==> run_1/pins.png <==
(3 px per um) Pins as bars across the die edge, other pins in gray.
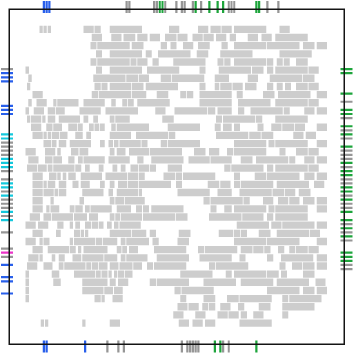
==> run_1/metal_stack.png <==
(2 px per um) Two of the layers only.
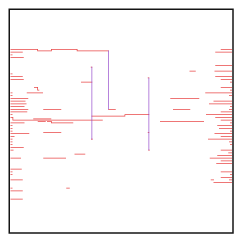
==> run_1/gate_families.png <==
(3 px per um)
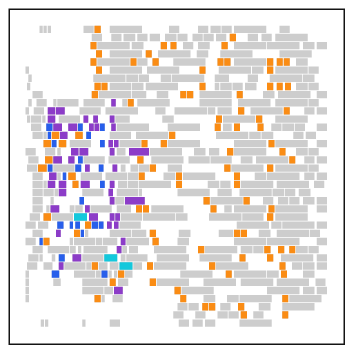
==> run_1/clock_map.png <==
(4 px per um)
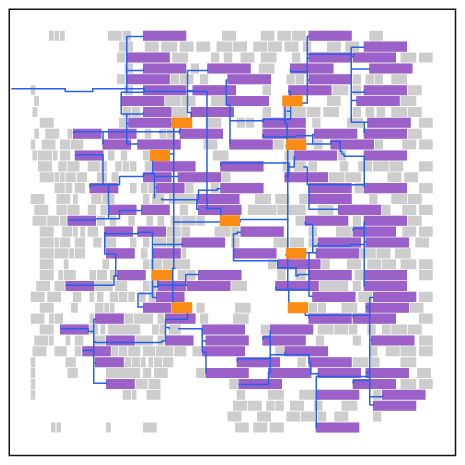
Design instruction_fetch, sky130hd; sources not shown.
==> reports/metrics.cfg, run 1 <==
[drt]
wl_met3_um = 608
post_drt_via_cell_ratio = 5.24
drc = 0
wl_met2_mm = 5.17
wl_met1_mm = 4.49
drt_iter0_drc = 136

[final_layout]
clock_buffers = 9
dominant_cells = flip-flops and latches
nonClockInverterCount = 5
antenna_cells = 0
flops = 112
final_cell_area_sq_mm = 0.00642
combGateArea_sq_mm = 0.00187
fill_cells = 777
area_growth_pct = 25.6
largest_reg_flops = 64

[power_and_ir_drop]
power.density_mw_per_mm2 = 423
power-top-group = sequential cells
pwr-share-comb = 0.172
comb_cell_power_uw = 469
power.switching_uw = 774
p_leak_nw = 2.31
swShare = 0.284

[grt]
grt_start_max_net_pins = 42
first_global_vias = 3443
top_usage_layer = met2
antenna_found_initial = 0

[synthesis]
yosys_most_used_dff = edfxtp_1
yosys.area.top_type_share = 0.493
synth.distinct_cells = 37
logic_family = simple AND/OR/NAND/NOR gates
ys_seq_share = 0.602
fa_ha_area_frac = 0.00733
simple_gate_share = 0.173
ys_area_sq_mm = 0.00512
syn_area_per_cell_sq_um = 12.6
top_area_cell = edfxtp_1
xor_area_frac = 0.0176
synthesis.area_sq_mm = 0.00512
edf_count = 84
yosys-mux-area-fraction = 0.0924
synth.most_common_cell = and2_1
aoi_share = 0.0565

[clocking]
cts_buffer_depth = 2
cts-hold-fix-buffers = 0
cts.sinks = 112
cts_made_buffers = 9
cts_resized = 0

[timing]
max_slew_margin = 0.493
holdWs_ps = 504
hold_viol_final = 0
slew_violations = 0
layout_setup_ws_ps = 629

[placed_design]
dp_hpwl_mm = 7.06
post-place-ws_ps = 607
placed_area_sq_mm = 0.00625
numPlacedInstances = 624
gp_congestion = 0.800

[critical_path]
worst-r2r-cell-count = 7
worstPathCellList = or2_2 -> and2_1 -> ha_1 -> nor2b_1 -> xor3_1 -> or4_1 -> a311oi_1
r2r_setup_slack_ps = 630
cp.arrival_ps = 3090
cp_slowest_cell = or4_1
critPathMaxFanout = 16
path_depth = 7
max_stage_delay_ps = 590
crit_buf_inv = 0

[outcome]
status = finished, final reports clean

[min_path]
hold_depth = 2

[floorplan]
dieArea_sq_mm = 0.0124

[job]
warnings = 26

-- pins.png (at the start) --
- `instr`: green (pins 32; direction output; edge 21 right, 8 top, 3 bottom)
- `mem_addr`: cyan (pins 10; direction output; edge left)
- `busy`: magenta (pins 1; direction output; edge left)
- `fetch_count`: blue (pins 16; direction output; edge 10 left, 3 bottom, 3 top)
die span in y: 111 um
chip width: 111 um
Port Buf Inserts: 101

-- metal_stack.png (at the start) --
- met4: purple (wire length 101 um)
- met3: red (wire length 609 um)
vias post-DR: 3,352
GR Util All Layers: 0.170
Routed WL per cell: 16.2 um

-- gate_families.png (at the start) --
- inverting AOI/OAI gates: purple (cells 45; where middle left)
- NAND gates: blue (cells 24; where middle left)
- AND and OR gates: orange (cells 100; where widely spread)
- adder and majority cells: cyan (cells 3)
final std cells w/o fill: 640
Commonest Layout Cell: clkdlybuf4s50_1

-- clock_map.png (at the start) --
- cells driving clock nets: orange (count 9)
- flip-flops: purple (count 112)
- clock wires: blue (length 1,080 um)
- routed clock nets: 10
Clock Latency Late Sink: 360 ps
clock power share: 0.261
P_clk: 711 uW
Post-Route Skew: 10.8 ps

==> run_1/final_clocks.png <==
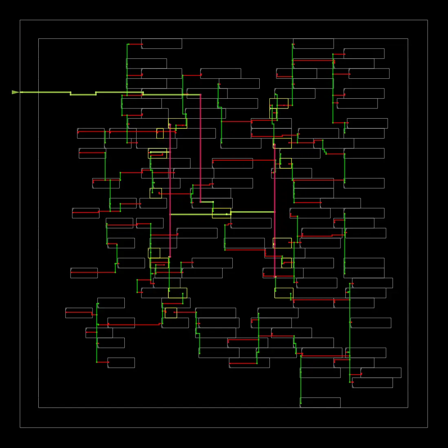

==> run 2: changes to the inputs <==
clock period = 2.6 ns   (was 3.45 ns; I/O delays follow)
==> run_2/final_clocks.png <==
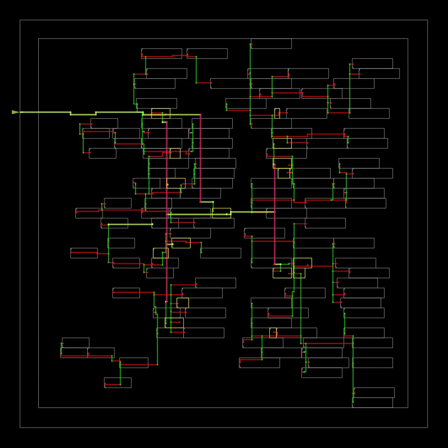
Post-Route Skew: 11.0 ps
Clock Latency Late Sink: 350 ps

==> reports/metrics.cfg, run 2 <==
[outcome]
status = finished, final reports clean

[synthesis]
xor_area_frac = 0.0176  ; unchanged
edf_count = 84  ; unchanged
yosys.area.top_type_share = 0.493  ; unchanged
fa_ha_area_frac = 0.00733  ; unchanged
yosys_most_used_dff = edfxtp_1
synth.distinct_cells = 37  ; unchanged
aoi_share = 0.0565  ; unchanged
syn_area_per_cell_sq_um = 12.6  ; unchanged
ys_area_sq_mm = 0.00512  ; unchanged
ys_seq_share = 0.602  ; unchanged

[clocking]
cts_buffer_depth = 2  ; unchanged
cts-hold-fix-buffers = 0  ; unchanged
cts_resized = 8  ; +8
cts_made_buffers = 9  ; unchanged

[final_layout]
largest_reg_flops = 64  ; unchanged
clock_buffers = 10  ; +1
layout_top_cell = clkdlybuf4s50_1
combGateArea_sq_mm = 0.00191  ; +2.5%
area_growth_pct = 28.1

[power_and_ir_drop]
power.density_mw_per_mm2 = 554  ; +31%
comb_cell_power_uw = 641  ; +37%
power.switching_mw = 1.04  ; +34%
clkPwrFrac = 0.261  ; about the same
power-top-group = sequential cells
powerClk_uw = 949  ; +33%

[grt]
grt_use_total = 0.171  ; +0.00131
grt_start_max_net_pins = 43  ; +2.4%

[placed_design]
numPortBuffers = 101  ; unchanged
post-place-ws_ps = -127  ; -734 ps
dp_hpwl_mm = 7.09  ; +0.54%
numPlacedInstances = 629  ; +0.80%

[timing]
max_slew_margin = 0.508  ; +0.0147
slew_violations = 0  ; unchanged

[critical_path]
max_stage_delay_ps = 510  ; -80 ps

[drt]
drt_iter0_drc = 122  ; -10%
wl_per_cell_um = 16.3  ; +0.57%
wl_met3_um = 648  ; +6.6%
vias = 3415  ; +1.9%

[floorplan]
dieArea_sq_mm = 0.0124  ; unchanged
die_w_um = 111  ; unchanged

==> run_2/gate_families.png <==
(3 px per um)
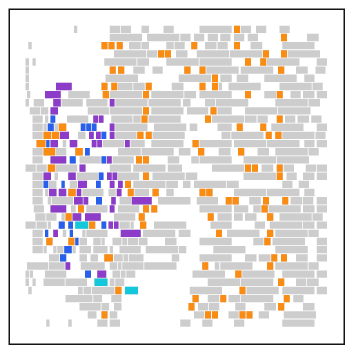
logic share of the area: 0.292
final std cells w/o fill: 652

Power is estimated from default activity; no workload was simulated.
